==> images/m1.png <==
Scale bar: 20 µm. Supply wires on this layer in grey.
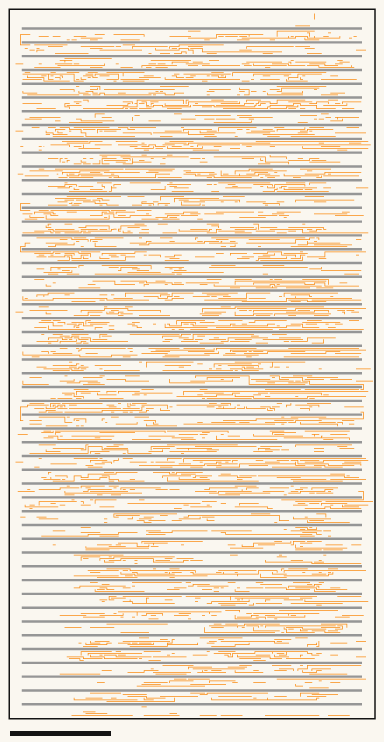
==> images/m2.png <==
Scale bar: 20 µm.
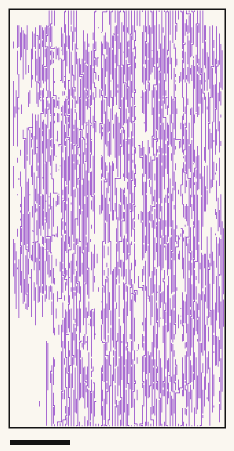
==> images/m3.png <==
Cells faint in the background.
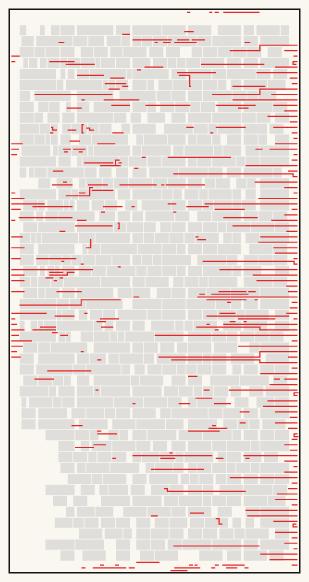
==> images/m4.png <==
Scale bar: 20 µm. Supply wires on this layer in grey.
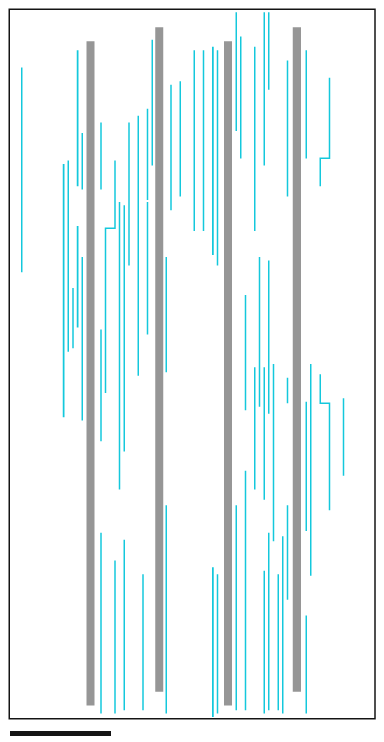
<file path="src/rtl/pipe_hazard_unit_pkg.sv">
// Shared definitions for the pipeline hazard/forwarding controller.
// Holds the forward-select encoding and the select-width helper used by
// both the top level and the per-source priority comparator.
package pipe_hazard_unit_pkg;

  // Select value that keeps the operand latched in the D_E register
  localparam int FWD_SEL_RF       = 0;
  // Select value of tap 0; tap k is chosen by FWD_SEL_TAP_BASE + k
  localparam int FWD_SEL_TAP_BASE = 1;
  // Deepest forwarding network supported (MEM plus three later taps)
  localparam int MAX_FWD_DEPTH    = 4;
  // Saturation value of the optional statistics counters
  localparam logic [31:0] STAT_MAX = 32'hFFFF_FFFF;

  // Width of one forward select: enough to encode "register file" plus every tap
  function automatic int fwd_sel_width(input int depth);
    return $clog2(depth + 1);
  endfunction

  // Saturating increment for the statistics counters
  function automatic logic [31:0] sat_inc(input logic [31:0] value);
    return (value == STAT_MAX) ? value : value + 32'd1;
  endfunction

endpackage

</file>
<file path="src/rtl/pipe_hazard_unit_fwd_match.sv">
// Priority comparator for one EX source operand against the downstream
// scoreboard slots (slot 1 = MEM, slot 2 = WB, ...). The youngest matching
// producer wins, so a later overwrite of the same register shadows an older one.
module fwd_match
  import pipe_hazard_unit_pkg::*;
#(
  parameter int RA_W      = 5,
  parameter int FWD_DEPTH = 2,
  localparam int SELW     = fwd_sel_width(FWD_DEPTH)
) (
  input  logic [RA_W-1:0]           i_rs,
  input  logic                      i_rs_used,
  input  logic [FWD_DEPTH-1:0]      i_slot_valid,
  input  logic [FWD_DEPTH-1:0]      i_slot_regwen,
  input  logic [FWD_DEPTH*RA_W-1:0] i_slot_rd,
  output logic [SELW-1:0]           o_sel
);

  // Scan oldest to youngest so the youngest (smallest distance) match is kept; x0 never forwards
  always_comb begin
    o_sel = SELW'(FWD_SEL_RF);
    if (i_rs_used && (i_rs != '0)) begin
      for (int k = FWD_DEPTH; k >= 1; k--) begin
        if (i_slot_valid[k-1] && i_slot_regwen[k-1] &&
            (i_slot_rd[(k-1)*RA_W +: RA_W] == i_rs)) begin
          o_sel = SELW'(k - 1 + FWD_SEL_TAP_BASE);
        end
      end
    end
  end

endmodule

</file>
<file path="src/rtl/pipe_hazard_unit.sv">
// Hazard and forwarding controller for the in-order RV32 pipeline.
// A shift-register scoreboard follows each instruction from EX down the
// pipe; EX operands are forwarded from the youngest matching downstream
// result, load-use hazards stall IF/ID for one advancing cycle, and an
// EX redirect flushes IF/ID and injects a bubble into EX.
// Optional build macro HAZARD_STATS_EN adds saturating stall/flush/forward
// event counters on o_stat_stall, o_stat_flush and o_stat_fwd.
module pipe_hazard_unit
  import pipe_hazard_unit_pkg::*;
#(
  parameter int XLEN      = 32,
  parameter int RA_W      = 5,
  parameter int NUM_SRC   = 2,
  parameter int FWD_DEPTH = 2,
  localparam int SELW     = fwd_sel_width(FWD_DEPTH)
) (
  input  logic                      clk,
  input  logic                      rst,
  input  logic                      i_pipe_hold,
  input  logic                      i_id_valid,
  input  logic [NUM_SRC*RA_W-1:0]   i_id_rs,
  input  logic [NUM_SRC-1:0]        i_id_rs_used,
  input  logic [RA_W-1:0]           i_id_rd,
  input  logic                      i_id_regwen,
  input  logic                      i_id_is_load,
  output logic                      o_id_ready,
  output logic                      o_flush_fd,
  input  logic                      i_redirect,
  input  logic [NUM_SRC*XLEN-1:0]   i_ex_rf_data,
  input  logic [FWD_DEPTH*XLEN-1:0] i_tap_data,
  output logic [NUM_SRC*SELW-1:0]   o_ex_fwd_sel,
  output logic [NUM_SRC*XLEN-1:0]   o_ex_opnd
`ifdef HAZARD_STATS_EN
  ,
  output logic [31:0]               o_stat_stall,
  output logic [31:0]               o_stat_flush,
  output logic [31:0]               o_stat_fwd
`endif
);

  // Scoreboard: index 0 is the instruction in EX, index k is k stages further down
  logic [FWD_DEPTH:0]           r_slot_valid;
  logic [FWD_DEPTH:0]           r_slot_regwen;
  logic [FWD_DEPTH:0][RA_W-1:0] r_slot_rd;
  // Only the EX slot needs the load flag and its source operands
  logic                         r_ex_is_load;
  logic [NUM_SRC*RA_W-1:0]      r_ex_rs;
  logic [NUM_SRC-1:0]           r_ex_rs_used;

  logic                         w_rs_hits_load;
  logic                         w_stall;
  logic                         w_issue;
  logic [NUM_SRC-1:0][SELW-1:0] w_sel;

  // Does any operand read by the ID instruction name the EX load's destination
  always_comb begin
    w_rs_hits_load = 1'b0;
    for (int j = 0; j < NUM_SRC; j++) begin
      if (i_id_rs_used[j] && (i_id_rs[j*RA_W +: RA_W] == r_slot_rd[0])) begin
        w_rs_hits_load = 1'b1;
      end
    end
  end

  // Load-use stall; a redirect flushes ID anyway, so it suppresses the stall
  assign w_stall = i_id_valid & r_slot_valid[0] & r_ex_is_load & r_slot_regwen[0] &
                   (r_slot_rd[0] != '0) & w_rs_hits_load & ~i_redirect;

  assign o_id_ready = ~w_stall & ~i_pipe_hold;
  assign o_flush_fd = i_redirect;
  assign w_issue    = i_id_valid & o_id_ready & ~i_redirect;

  // Advance the scoreboard unless held; EX takes the ID instruction or a bubble
  always_ff @(posedge clk or negedge rst) begin
    if (!rst) begin
      r_slot_valid  <= '0;
      r_slot_regwen <= '0;
      r_slot_rd     <= '0;
      r_ex_is_load  <= 1'b0;
      r_ex_rs       <= '0;
      r_ex_rs_used  <= '0;
    end else if (!i_pipe_hold) begin
      for (int k = FWD_DEPTH; k >= 1; k--) begin
        r_slot_valid[k]  <= r_slot_valid[k-1];
        r_slot_regwen[k] <= r_slot_regwen[k-1];
        r_slot_rd[k]     <= r_slot_rd[k-1];
      end
      r_slot_valid[0] <= w_issue;
      if (w_issue) begin
        r_slot_regwen[0] <= i_id_regwen;
        r_slot_rd[0]     <= i_id_rd;
        r_ex_is_load     <= i_id_is_load;
        r_ex_rs          <= i_id_rs;
        r_ex_rs_used     <= i_id_rs_used;
      end else begin
        r_slot_regwen[0] <= 1'b0;
        r_slot_rd[0]     <= '0;
        r_ex_is_load     <= 1'b0;
        r_ex_rs          <= '0;
        r_ex_rs_used     <= '0;
      end
    end
  end

  // One priority comparator per EX source operand
  for (genvar j = 0; j < NUM_SRC; j++) begin : g_src
    fwd_match #(
      .RA_W      (RA_W),
      .FWD_DEPTH (FWD_DEPTH)
    ) u_fwd_match (
      .i_rs          (r_ex_rs[j*RA_W +: RA_W]),
      .i_rs_used     (r_ex_rs_used[j]),
      .i_slot_valid  (r_slot_valid[FWD_DEPTH:1]),
      .i_slot_regwen (r_slot_regwen[FWD_DEPTH:1]),
      .i_slot_rd     (r_slot_rd[FWD_DEPTH:1]),
      .o_sel         (w_sel[j])
    );
    assign o_ex_fwd_sel[j*SELW +: SELW] = w_sel[j];
  end

  // Operand mux: register-file value unless a tap is selected
  always_comb begin
    o_ex_opnd = i_ex_rf_data;
    for (int j = 0; j < NUM_SRC; j++) begin
      for (int k = 0; k < FWD_DEPTH; k++) begin
        if (w_sel[j] == SELW'(k + FWD_SEL_TAP_BASE)) begin
          o_ex_opnd[j*XLEN +: XLEN] = i_tap_data[k*XLEN +: XLEN];
        end
      end
    end
  end

`ifdef HAZARD_STATS_EN
  logic [31:0] r_stat_stall;
  logic [31:0] r_stat_flush;
  logic [31:0] r_stat_fwd;
  logic        w_any_fwd;

  assign w_any_fwd = |o_ex_fwd_sel;

  // Saturating event counters, frozen while the pipe is held
  always_ff @(posedge clk or negedge rst) begin
    if (!rst) begin
      r_stat_stall <= '0;
      r_stat_flush <= '0;
      r_stat_fwd   <= '0;
    end else if (!i_pipe_hold) begin
      if (w_stall)    r_stat_stall <= sat_inc(r_stat_stall);
      if (i_redirect) r_stat_flush <= sat_inc(r_stat_flush);
      if (w_any_fwd)  r_stat_fwd   <= sat_inc(r_stat_fwd);
    end
  end

  assign o_stat_stall = r_stat_stall;
  assign o_stat_flush = r_stat_flush;
  assign o_stat_fwd   = r_stat_fwd;
`endif

endmodule

</file>
<file path="config.mk">
export PLATFORM = sky130hd
export DESIGN_NAME = pipe_hazard_unit
export DESIGN_NICKNAME = d
export VERILOG_FILES = /design/src/rtl/pipe_hazard_unit_pkg.sv /design/src/rtl/pipe_hazard_unit_fwd_match.sv /design/src/rtl/pipe_hazard_unit.sv
export SDC_FILE = /design/constraint.sdc
export NUM_CORES = 1
export LEC_CHECK = 0
export CAP_MARGIN = 20
export CORE_ASPECT_RATIO = 2
export CORE_MARGIN = 2
export CORE_UTILIZATION = 42
export CTS_CLUSTER_DIAMETER = 60
export CTS_CLUSTER_SIZE = 20
export DETAILED_ROUTE_END_ITERATION = 8
export GPL_TIMING_DRIVEN = 1
export PLACE_DENSITY = 0.89
export SYNTH_ARGS = -nofsm -noshare
export SYNTH_HDL_FRONTEND = slang
export SYNTH_HIERARCHICAL = 1
export SYNTH_SLANG_ARGS = --single-unit
export TNS_END_PERCENT = 50
</file>
<file path="constraint.sdc">
create_clock -name clk -period 3.5 [get_ports clk]
set_input_delay 0.7 -clock clk [delete_from_list [all_inputs] [get_ports clk]]
set_output_delay 0.7 -clock clk [all_outputs]
set_load 0.1 [all_outputs]
</file>
==> reports/qor.csv <==
stage,metric,value,unit
status,status,"complete, but fails checks",
status,violations,negative setup slack,
timing,finalHoldViolations,0,
synth,synthArstFlopShare,100.0,%
clocking,h-tree-depth,2,
synth,yosysWarnings,6,
clocking,insertion_delay,0.29,ns
finish,final_util,89.47,%
timing,maxSlewViolCount,0,
finish,design_area,8009,µm²
timing,finalSetupViolations,1,
worst_setup_path,rr_startpoint,r_slot_rd[1],
pwr,peakVddDrop,610.8,µV
floorplanning,rows,49,
worst_setup_path,cp-endpoint,o_ex_opnd[18],
synth,ff_type,dfrtp_1,
floorplanning,dieArea,10030,µm²
timing,post-route-period-util,100.5,%
worst_setup_path,cp-startpoint,r_slot_rd[5],
synth,area_leaders,"dfrtp_1, mux2i_1, a211oi_1",
finish,dominant_cells,combinational gates,
synth,edf_count,0,
route,dr_wl_met3,1.496,mm
worst_setup_path,r2r_end,r_ex_rs[3],
finish,regArea,850.8,µm²
finish,inverters,1,
floorplanning,die_w,71.83,µm
pwr,power_leakage,2.803,nW
synth,yosysMostFrequentCell,a21oi_1,
hold_path,hold_path_depth,2,
finish,top_regs,"r_slot_rd: 15 flops, r_ex_rs: 10 flops",
route,drtIter0Drc,363,
finish,n_all_buffers,245,
clocking,cts_tree,done,
pwr,power.group.top,combinational logic,
synth,ys_sh_mux,20.65,%
synth,adder_share,0,%
run,warnings,29,
synth,syn-num-nets,621,
clocking,clkTransAtPathRegs,0.05,ns
synth,ys_chip_area,3865,µm²
pwr,netSwitchingFraction,42.71,%
pwr,powerSeq,517,µW
worst_setup_path,r2r_cells,5,
synth,yosys_cells,469,
timing,worst_slack,-0.01848,ns
pwr,power.internal,1.225,mW
global_route,grt_usage,38.01,%
timing,tns,-0.01848,ns
route,wire_per_inst,27.16,µm
synth,ys_seq_share,22.01,%
synth,common_cells,"a21oi_1, a211oi_1, mux2i_1, nor2b_1, dfrtp_1",
hold_path,hp-start,r_ex_rs_used[1],
-- m1.png (at the start) --
The layer holds 32% of the routed length. The layer carries 6,790 µm of wire. 713 nets have wire on it. The longest straight run is 36.3 µm.
via count: 5,186
drt total wl: 21.10 mm
GR Util met1: 38.18%

-- m2.png (at the start) --
The layer holds 53% of the routed length. The layer carries 11,100 µm of wire. The wires run mostly vertical. The longest straight run is 56.9 µm.
met2 GRT Util: 68.66%

-- m3.png (at the start) --
The longest straight run is 35.2 µm. The wires run mostly horizontal. 214 nets have wire on it.
met3 Resource Use GR: 8.182%

-- m4.png (at the start) --
The layer holds 8.2% of the routed length. 58 nets have wire on it. The wires run mostly vertical.

Power figures rest on the tool's default switching activity, not on a simulated workload.
